--- config.mk ---
export PLATFORM = sky130hd
export DESIGN_NAME = usb_ctrl_ep0_flat
export DESIGN_NICKNAME = d
export VERILOG_FILES = /design/src/rtl/usb_ctrl_ep0_if.sv /design/src/rtl/usb_ctrl_ep0.sv /design/src/flat_wrapper.sv
export SDC_FILE = /design/constraint.sdc
export NUM_CORES = 1
export LEC_CHECK = 0
export CORE_MARGIN = 2
export CORE_UTILIZATION = 60
export CTS_CLUSTER_SIZE = 10
export DETAILED_ROUTE_END_ITERATION = 10
export PLACE_DENSITY_LB_ADDON = 0.12
export REMOVE_ABC_BUFFERS = 1
export SLEW_MARGIN = 20
export SYNTH_ARGS = -nofsm -noshare
export SYNTH_HDL_FRONTEND = slang
export SYNTH_SLANG_ARGS = --single-unit
export TNS_END_PERCENT = 100
--- constraint.sdc ---
create_clock -name clk_48 -period 10.5 [get_ports clk_48]
set_input_delay 1.05 -clock clk_48 [delete_from_list [all_inputs] [get_ports clk_48]]
set_output_delay 1.05 -clock clk_48 [all_outputs]
set_load 0.005 [all_outputs]
--- src/rtl/usb_ctrl_ep0_if.sv ---
`default_nettype none
// ============================================================================
// Module   : usb_ctrl_ep0_if
// Purpose  : Transaction bus between the usb core (master) and the ep0 engine.
// Revision : 1.0 - initial release
// ============================================================================
interface usb_ctrl_ep0_if;
  logic [3:0] endpoint;
  logic       transaction_active;
  logic       direction_in;
  logic       setup;
  logic       data_strobe;
  logic       success;
  logic [7:0] data_out;
  logic [6:0] usb_address;
  logic [1:0] handshake;
  logic       data_toggle;
  logic [7:0] data_in;
  logic       data_in_valid;

  modport master (
    output endpoint, transaction_active, direction_in, setup, data_strobe, success, data_out,
    input  usb_address, handshake, data_toggle, data_in, data_in_valid
  );

  modport slave (
    input  endpoint, transaction_active, direction_in, setup, data_strobe, success, data_out,
    output usb_address, handshake, data_toggle, data_in, data_in_valid
  );
endinterface
`default_nettype wire

--- src/rtl/usb_ctrl_ep0.sv ---
`default_nettype none
// ============================================================================
// Module   : usb_ctrl_ep0
// Purpose  : Endpoint-0 control-transfer engine: SETUP decode, descriptor IN
//            data stages with toggle/ZLP handling, status stages.
// Revision : 1.0 - initial release
// ============================================================================
module usb_ctrl_ep0 #(
  parameter int MAX_PKT = 64,
  parameter int ADDR_W  = 7,
  parameter int DEV_OFS = 0,
  parameter int DEV_LEN = 18,
  parameter int CFG_OFS = 18,
  parameter int CFG_LEN = 32
) (
  input  wire               clk_48,
  input  wire               rst,
  input  wire               usb_rst,
  usb_ctrl_ep0_if.slave     bus,
  output logic [ADDR_W-1:0] desc_addr,
  input  wire  [7:0]        desc_data,
  output logic [7:0]        cfg_value,
  output logic              configured
);
  localparam logic [1:0] c_hs_ack   = 2'b00;
  localparam logic [1:0] c_hs_nak   = 2'b10;
  localparam logic [1:0] c_hs_stall = 2'b11;
  localparam logic [1:0] c_k_none   = 2'd0;
  localparam logic [1:0] c_k_setup  = 2'd1;
  localparam logic [1:0] c_k_data   = 2'd2;
  localparam logic [1:0] c_k_status = 2'd3;
  localparam logic [15:0]       c_max_pkt = 16'(MAX_PKT);
  localparam logic [15:0]       c_dev_len = 16'(DEV_LEN);
  localparam logic [15:0]       c_cfg_len = 16'(CFG_LEN);
  localparam logic [ADDR_W-1:0] c_dev_ofs = ADDR_W'(DEV_OFS);
  localparam logic [ADDR_W-1:0] c_cfg_ofs = ADDR_W'(CFG_OFS);

  typedef enum logic [2:0] {
    S_IDLE, S_SETUP_RX, S_DATA_IN, S_STATUS_OUT, S_STATUS_IN, S_STALL
  } state_t;

  state_t            r_state;
  logic [1:0]        r_kind;
  logic              r_ta, r_ta_q, r_ds, r_ds_q, r_su, r_su_q;
  logic [7:0]        r_dout;
  logic [3:0]        r_cnt;
  logic [7:0]        r_bm, r_breq;
  logic [15:0]       r_wval, r_wlen;
  logic [15:0]       r_xfer, r_rem, r_pkt, r_sent;
  logic [ADDR_W-1:0] r_ptr, r_daddr;
  logic [6:0]        r_addr, r_pend_addr;
  logic              r_addr_pend, r_cfg_pend;
  logic [7:0]        r_cfg, r_pend_cfg;
  logic              r_configured;
  logic [1:0]        r_hs;
  logic              r_toggle, r_valid;
  logic [7:0]        r_din;

  logic              w_ta_rise, w_ta_fall, w_ds_rise, w_su_rise, w_desc_ok;
  logic [15:0]       w_pkt, w_len, w_xfer, w_rem_next;
  logic [ADDR_W-1:0] w_ofs;

  assign w_ta_rise  = r_ta & ~r_ta_q;
  assign w_ta_fall  = ~r_ta & r_ta_q;
  assign w_ds_rise  = r_ds & ~r_ds_q;
  assign w_su_rise  = r_su & ~r_su_q;
  assign w_pkt      = (r_rem > c_max_pkt) ? c_max_pkt : r_rem;
  assign w_desc_ok  = (r_wval[15:8] == 8'd1) || (r_wval[15:8] == 8'd2);
  assign w_len      = (r_wval[15:8] == 8'd1) ? c_dev_len : c_cfg_len;
  assign w_ofs      = (r_wval[15:8] == 8'd1) ? c_dev_ofs : c_cfg_ofs;
  assign w_xfer     = (r_wlen < w_len) ? r_wlen : w_len;
  assign w_rem_next = r_rem - r_pkt;

  always_ff @(posedge clk_48 or posedge rst) begin
    if (rst) begin
      r_ta <= 1'b0; r_ta_q <= 1'b0; r_ds <= 1'b0; r_ds_q <= 1'b0;
      r_su <= 1'b0; r_su_q <= 1'b0; r_dout <= 8'h00;
      r_state <= S_IDLE; r_kind <= c_k_none; r_cnt <= 4'd0;
      r_bm <= 8'h00; r_breq <= 8'h00; r_wval <= 16'h0000; r_wlen <= 16'h0000;
      r_xfer <= 16'd0; r_rem <= 16'd0; r_pkt <= 16'd0; r_sent <= 16'd0;
      r_ptr <= '0; r_daddr <= '0;
      r_addr <= 7'd0; r_pend_addr <= 7'd0; r_addr_pend <= 1'b0;
      r_cfg <= 8'h00; r_pend_cfg <= 8'h00; r_cfg_pend <= 1'b0; r_configured <= 1'b0;
      r_hs <= c_hs_ack; r_toggle <= 1'b0; r_valid <= 1'b0; r_din <= 8'h00;
    end else begin
      r_ta <= bus.transaction_active; r_ta_q <= r_ta;
      r_ds <= bus.data_strobe;        r_ds_q <= r_ds;
      r_su <= bus.success;            r_su_q <= r_su;
      r_dout <= bus.data_out;
      if (usb_rst) begin
        r_state <= S_IDLE; r_kind <= c_k_none; r_cnt <= 4'd0;
        r_ptr <= '0; r_daddr <= '0; r_addr <= 7'd0; r_addr_pend <= 1'b0;
        r_cfg <= 8'h00; r_cfg_pend <= 1'b0; r_configured <= 1'b0;
        r_toggle <= 1'b0; r_valid <= 1'b0; r_din <= 8'h00;
      end else begin
        r_din <= (r_state == S_DATA_IN) ? desc_data : 8'h00;

        // Token start: choose the handshake and classify the transaction.
        if (w_ta_rise) begin
          if (bus.endpoint != 4'd0) begin
            r_hs <= c_hs_stall; r_kind <= c_k_none;
          end else if (bus.setup) begin
            r_state <= S_SETUP_RX; r_kind <= c_k_setup; r_cnt <= 4'd0;
            r_hs <= c_hs_ack; r_valid <= 1'b0;
            r_addr_pend <= 1'b0; r_cfg_pend <= 1'b0;
          end else if (r_state == S_STALL) begin
            r_hs <= c_hs_stall; r_kind <= c_k_none;
          end else if (bus.direction_in) begin
            case (r_state)
              S_DATA_IN: begin
                r_hs <= c_hs_ack; r_kind <= c_k_data; r_pkt <= w_pkt;
                r_sent <= 16'd0; r_valid <= (w_pkt != 16'd0); r_daddr <= r_ptr;
              end
              S_STATUS_IN: begin
                r_hs <= c_hs_ack; r_kind <= c_k_status; r_valid <= 1'b0; r_toggle <= 1'b1;
              end
              default: begin r_hs <= c_hs_nak; r_kind <= c_k_none; end
            endcase
          end else begin
            case (r_state)
              S_DATA_IN, S_STATUS_OUT: begin
                r_hs <= c_hs_ack; r_kind <= c_k_status; r_toggle <= 1'b1;
              end
              default: begin r_hs <= c_hs_nak; r_kind <= c_k_none; end
            endcase
          end
        end

        if (w_ds_rise) begin
          if (r_kind == c_k_setup) begin
            case (r_cnt[2:0])
              3'd0: r_bm          <= r_dout;
              3'd1: r_breq        <= r_dout;
              3'd2: r_wval[7:0]   <= r_dout;
              3'd3: r_wval[15:8]  <= r_dout;
              3'd6: r_wlen[7:0]   <= r_dout;
              3'd7: r_wlen[15:8]  <= r_dout;
              default: ;
            endcase
            if (r_cnt != 4'd9) r_cnt <= r_cnt + 4'd1;
          end else if (r_kind == c_k_data && r_valid) begin
            r_daddr <= r_daddr + 1'b1;
            r_sent  <= r_sent + 16'd1;
            if (r_sent + 16'd1 == r_pkt) r_valid <= 1'b0;
          end
        end

        if (w_su_rise) begin
          r_kind <= c_k_none;
          if (r_kind == c_k_setup) begin
            if (r_cnt == 4'd8) begin
              r_toggle <= 1'b1;
              if (r_bm == 8'h80 && r_breq == 8'h06) begin
                if (w_desc_ok) begin
                  r_xfer <= w_xfer; r_rem <= w_xfer; r_ptr <= w_ofs; r_daddr <= w_ofs;
                  r_state <= (w_xfer == 16'd0) ? S_STATUS_IN : S_DATA_IN;
                end else begin
                  r_state <= S_STALL;
                end
              end else if (r_bm == 8'h00 && r_breq == 8'h05) begin
                r_pend_addr <= r_wval[6:0]; r_addr_pend <= 1'b1; r_state <= S_STATUS_IN;
              end else if (r_bm == 8'h00 && r_breq == 8'h09) begin
                r_pend_cfg <= r_wval[7:0]; r_cfg_pend <= 1'b1; r_state <= S_STATUS_IN;
              end else begin
                r_state <= S_STALL;
              end
            end else begin
              r_state <= S_IDLE;
            end
          end else if (r_kind == c_k_data) begin
            r_valid  <= 1'b0;
            r_ptr    <= r_ptr + r_pkt[ADDR_W-1:0];
            r_daddr  <= r_ptr + r_pkt[ADDR_W-1:0];
            r_rem    <= w_rem_next;
            r_toggle <= ~r_toggle;
            // A full final packet needs a ZLP only when the host asked for more.
            if (r_pkt < c_max_pkt)
              r_state <= S_STATUS_OUT;
            else if (w_rem_next == 16'd0 && !(r_xfer < r_wlen))
              r_state <= S_STATUS_OUT;
          end else if (r_kind == c_k_status) begin
            r_state <= S_IDLE;
            if (r_state == S_STATUS_IN) begin
              if (r_addr_pend) r_addr <= r_pend_addr;
              if (r_cfg_pend) begin
                r_cfg        <= r_pend_cfg;
                r_configured <= (r_pend_cfg != 8'h00);
              end
            end
            r_addr_pend <= 1'b0; r_cfg_pend <= 1'b0;
          end
        end else if (w_ta_fall) begin
          // Transaction ended without success: rewind so the packet is resent.
          if (r_kind == c_k_setup) begin
            r_state <= S_IDLE;
          end else if (r_kind == c_k_data) begin
            r_valid <= 1'b0; r_daddr <= r_ptr;
          end
          r_kind <= c_k_none;
        end
      end
    end
  end

  assign bus.usb_address   = r_addr;
  assign bus.handshake     = r_hs;
  assign bus.data_toggle   = r_toggle;
  assign bus.data_in       = r_din;
  assign bus.data_in_valid = r_valid;
  assign desc_addr         = r_daddr;
  assign cfg_value         = r_cfg;
  assign configured        = r_configured;
endmodule
`default_nettype wire

--- src/flat_wrapper.sv ---
// flat-port wrapper written by rule: the top's interface ports become plain ports
module usb_ctrl_ep0_flat 
#(
  parameter int MAX_PKT = 64,
  parameter int ADDR_W  = 7,
  parameter int DEV_OFS = 0,
  parameter int DEV_LEN = 18,
  parameter int CFG_OFS = 18,
  parameter int CFG_LEN = 32
)
  (clk_48, rst, usb_rst, desc_addr, desc_data, cfg_value, configured, bus_endpoint, bus_transaction_active, bus_direction_in, bus_setup, bus_data_strobe, bus_success, bus_data_out, bus_usb_address, bus_handshake, bus_data_toggle, bus_data_in, bus_data_in_valid);
  usb_ctrl_ep0_if bus_i ();
  input  wire clk_48;
  input  wire rst;
  input  wire usb_rst;
  output logic [ADDR_W-1:0] desc_addr;
  input  wire  [7:0] desc_data;
  output logic [7:0] cfg_value;
  output logic configured;
  input wire logic [$bits(bus_i.endpoint)-1:0] bus_endpoint;
  input wire logic [$bits(bus_i.transaction_active)-1:0] bus_transaction_active;
  input wire logic [$bits(bus_i.direction_in)-1:0] bus_direction_in;
  input wire logic [$bits(bus_i.setup)-1:0] bus_setup;
  input wire logic [$bits(bus_i.data_strobe)-1:0] bus_data_strobe;
  input wire logic [$bits(bus_i.success)-1:0] bus_success;
  input wire logic [$bits(bus_i.data_out)-1:0] bus_data_out;
  output wire logic [$bits(bus_i.usb_address)-1:0] bus_usb_address;
  output wire logic [$bits(bus_i.handshake)-1:0] bus_handshake;
  output wire logic [$bits(bus_i.data_toggle)-1:0] bus_data_toggle;
  output wire logic [$bits(bus_i.data_in)-1:0] bus_data_in;
  output wire logic [$bits(bus_i.data_in_valid)-1:0] bus_data_in_valid;
  assign bus_i.endpoint = bus_endpoint;
  assign bus_i.transaction_active = bus_transaction_active;
  assign bus_i.direction_in = bus_direction_in;
  assign bus_i.setup = bus_setup;
  assign bus_i.data_strobe = bus_data_strobe;
  assign bus_i.success = bus_success;
  assign bus_i.data_out = bus_data_out;
  assign bus_usb_address = bus_i.usb_address;
  assign bus_handshake = bus_i.handshake;
  assign bus_data_toggle = bus_i.data_toggle;
  assign bus_data_in = bus_i.data_in;
  assign bus_data_in_valid = bus_i.data_in_valid;
  usb_ctrl_ep0 #(.MAX_PKT(MAX_PKT), .ADDR_W(ADDR_W), .DEV_OFS(DEV_OFS), .DEV_LEN(DEV_LEN), .CFG_OFS(CFG_OFS), .CFG_LEN(CFG_LEN)) u_core (.clk_48(clk_48), .rst(rst), .usb_rst(usb_rst), .bus(bus_i), .desc_addr(desc_addr), .desc_data(desc_data), .cfg_value(cfg_value), .configured(configured));
endmodule
Fig. 1: placed cells, one colour a class
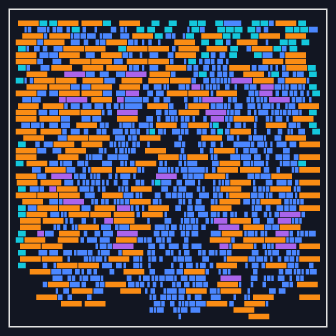
- orange: flops (cells 194; share of their area 43%)
- blue: all other logic (cells 801; share of their area 46%)
- purple: clock drivers and dummy loads (cells 32; share of their area 5.5%)
- cyan: other buffers and delay cells (cells 67; share of their area 5.8%)

Fig. 2: routed clock nets over the placement
Scale bar: 50 µm.
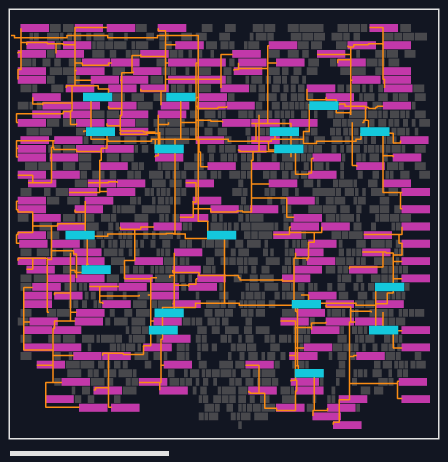
- cyan: cells driving clock nets (count 17)
- orange: clock wires (length 2,260 µm)
- magenta: flip-flops (count 194)
- flops lie: all over the die
- routed clock nets: 18

Fig. 3: signal metal coverage by tile
The die is cut into 27 by 27 equal tiles; dark blue is low, red is high, scaled to the fullest tile. Values are wire area over tile area, all layers added.
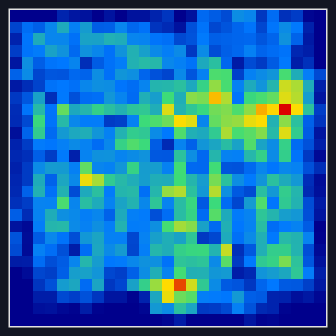
- nearly empty tiles: 8.6%
- tiles over half the peak: 9.7%
- fullest tile: 0.74

Fig. 4: metal 4
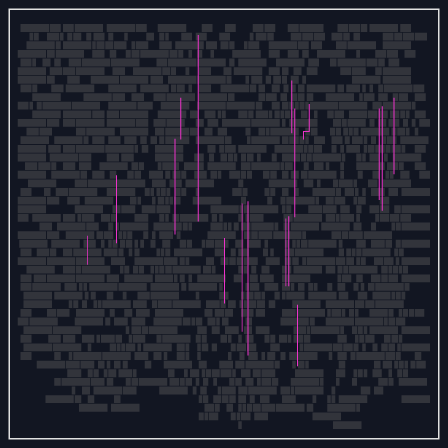
- wire length on this layer: 450 µm
- nets with wire on the layer: 11
- longest straight run: 58.5 µm
- share of all routed wire: 2.0%

Fig. 5: clock routing
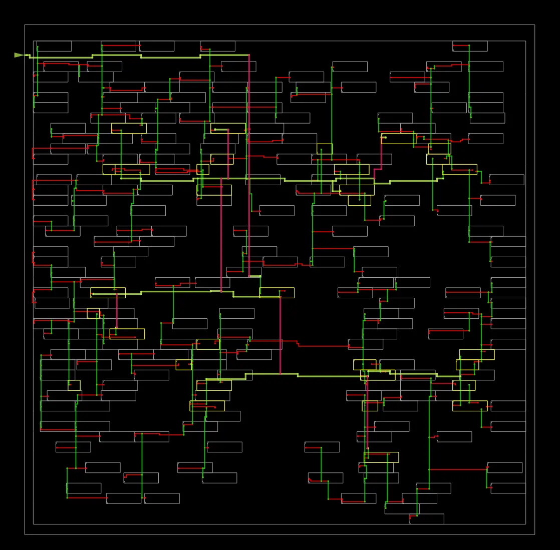
final clock skew: 0.0125 ns
Num CTS Buffers: 17
worst skew pair latency: 0.45 ns

==> metrics.yaml <==
sta:
  setup_ws_ns: 7.04
  fmax_ghz: 0.289
  tightest_slew_ns: 0.942
  min_period_ns: 3.46
  tns_ns: 0
  hold_violations: 0
  setup_viol_count_final: 0
  rsz0062_at_grt: "no"
  slew_violations: 0
  post-route-period-util: 0.330
  slew_headroom: 0.372
worst_hold_path:
  hold_path_class: "register to register"
  hold_depth: 0
  hold_end: "u_core.r_ds_q"
  min_from: "u_core.r_ds"
final_layout:
  comb_area_um2: 5040
  nFillCells: 1263
  layout-drive-gt1-share: 0.0996
  final_nets: 1159
  lay_top_count: "dfrtp_1"
  lay_top_cells: "dfrtp_1 (194), o21ai_0 (96), nand2_1 (83)"
  antenna_cells: 0
  syn_to_final_growth_pct: 13.8
  flop_area_um2: 4850
grt:
  grt_pass1_vias: 7667
  grt_start_max_net_pins: 121
  grt_first_pass_wirelength_um: 38700
  grtUsageMet1: 0.379
  grt_busiest_layer: "met2"
  antenna_found_initial: 0
  use_met3: 0.0499
  met2_usage: 0.423
  grt-ovfl-total: 0
  grtUsageTotal: 0.269
pwr:
  power_density_nw_per_um2: 126
  peakVddDrop_v: 0.000122
  pg_clk_mw: 0.673
  switching_share: 0.256
  netSwitchingPower_mw: 0.377
  p_seq_frac: 0.513
  seq-power_mw: 0.755
  power_leader: "sequential cells"
  combPwrFrac: 0.030
  leakage_nw: 5.43
  internal-power_mw: 1.10
  pwr-share-clk: 0.457
  powerComb_mw: 0.0441
logic_synthesis:
  most_common_cell: "dfrtp_1"
  syn_area_um2: 10300
  ys_top_cells_by_count: "dfrtp_1 (194), o21ai_0 (96), nand2_1 (83)"
  area_leaders: "dfrtp_1 (47%), mux2_2 (6.6%), ha_1 (5.8%), o21ai_0 (4.7%), nand2_1 (3.0%)"
  synth_async_sr_flop_share: 1.00
  top_area_frac: 0.472
  ys_cells: 1034
  synthXorXnorAreaFrac: 0.0341
  synth_area_leader_cell: "dfrtp_1"
  ys.flops: 194
  synth-area-yosys_um2: 10300
  yosys_warnings: 0
  avgSynthCellArea_um2: 9.94
  synth-edff-count: 0
  synth_compound_gate_area_share: 0.156
  ys_sh_simple: 0.167
  netlist_instances: 1034
  ys_sh_mux: 0.0706
  synth-main-ff-cell: "dfrtp_1"
  synthTopLogicFamily: "simple AND/OR/NAND/NOR gates"
  yosysUniqueCellTypes: 59
  ys_seq_frac: 0.472
  synth_adder_area_share: 0.0623
cts:
  cts.path.max_buffers: 2
  root_buffer: "clkbuf_16"
  cts_setup_buffers: 0
  ctsHoldBuffers: 0
  cts.reportedPaths.clkPinSlew_ns: 0.08
  h-tree-depth: 4
  post_cts_resized: 0
  cts_num_sinks: 194
  cts_tree: "yes"
floorplanning:
  die_w_um: 135
  die_area_um2: 18200
  ioPinCount: 63
  fp_util: 0.617
  core_region_area_um2: 16600
  rows: 47
  die_y_um: 135
routing:
  drt_iter0_drc: 473
  wl_met3_um: 1080
  wl_met2_um: 11100
  firstDrtPassIters: 5
  ant_nets: 0
  vias: 7878
  wl_um: 23100
  via_per_inst: 6.00
  route.top_layer_used: "met4"
  wl_met1_um: 10500
  post_drt_wl_per_cell_um: 17.6
  drc: 0
setup_path:
  required_ns: 10.83
  cp_num_cells: 10
  timing.rr.end: "u_core.r_state[2]"
  ff2ff_path_depth: 10
  reg2reg_slack_ns: 7.04
  crit_chain: "ha_1 -> fa_1 -> nor2b_1 -> o31ai_1 -> a21o_1 -> a311oi_1 -> o21ai_0 -> nor4_1 -> a21oi_1 -> a41o_1"
  r2r_start: "u_core.r_pkt[0]"
  worst_setup_path_start_kind: "register"
  crit_family: "AND-OR/OR-AND gates"
  cp_max_fo: 4
  critPathMaxStageDelay_ns: 0.56
  critPathBufInv: 0
  path_class: "register to register"
  startpoint: "u_core.r_pkt[0]"
  cp.arrival_ns: 3.80
  endpoint: "u_core.r_state[2]"
  cpMaxStageDelayCell: "nor4_1"
  cp-end-kind: "register"
placed_design:
  portBuffers: 62
  hpwl_um: 16500
  globalplace.congestion: 0.901
  pre_cts_slack_ns: 6.72
job:
  warning_count: 32
  max_cap_viol_count: 0
outcome:
  status: "finished clean"
==> stage by stage <==
step           hold WS [ns]   util  power (mW)  instances  instance area [µm²]
2_1_floorplan         0.347      -       0.790        995                10100
3_3_place_gp          0.372  0.665       0.815       1282                11100
3_5_place_dp          0.376  0.665       0.815       1282                11100
4_1_cts               0.394  0.702        1.48       1314                11700
5_1_grt               0.407  0.702        1.52       1314                11700
6_report              0.393  0.702        1.47       1314                11700
==> final cells by class <==
| type | instances | area share |
|---|---|---|
| clock buffer | 17 | 0.0364 |
| multi-input combinational | 739 | 0.431 |
| timing repair buffer | 67 | 0.0563 |
| inverter | 62 | 0.0206 |
| sequential | 194 | 0.415 |
| tap | 220 | 0.0235 |
| clock inverter | 15 | 0.0170 |
Power and IR drop assume default switching activity.
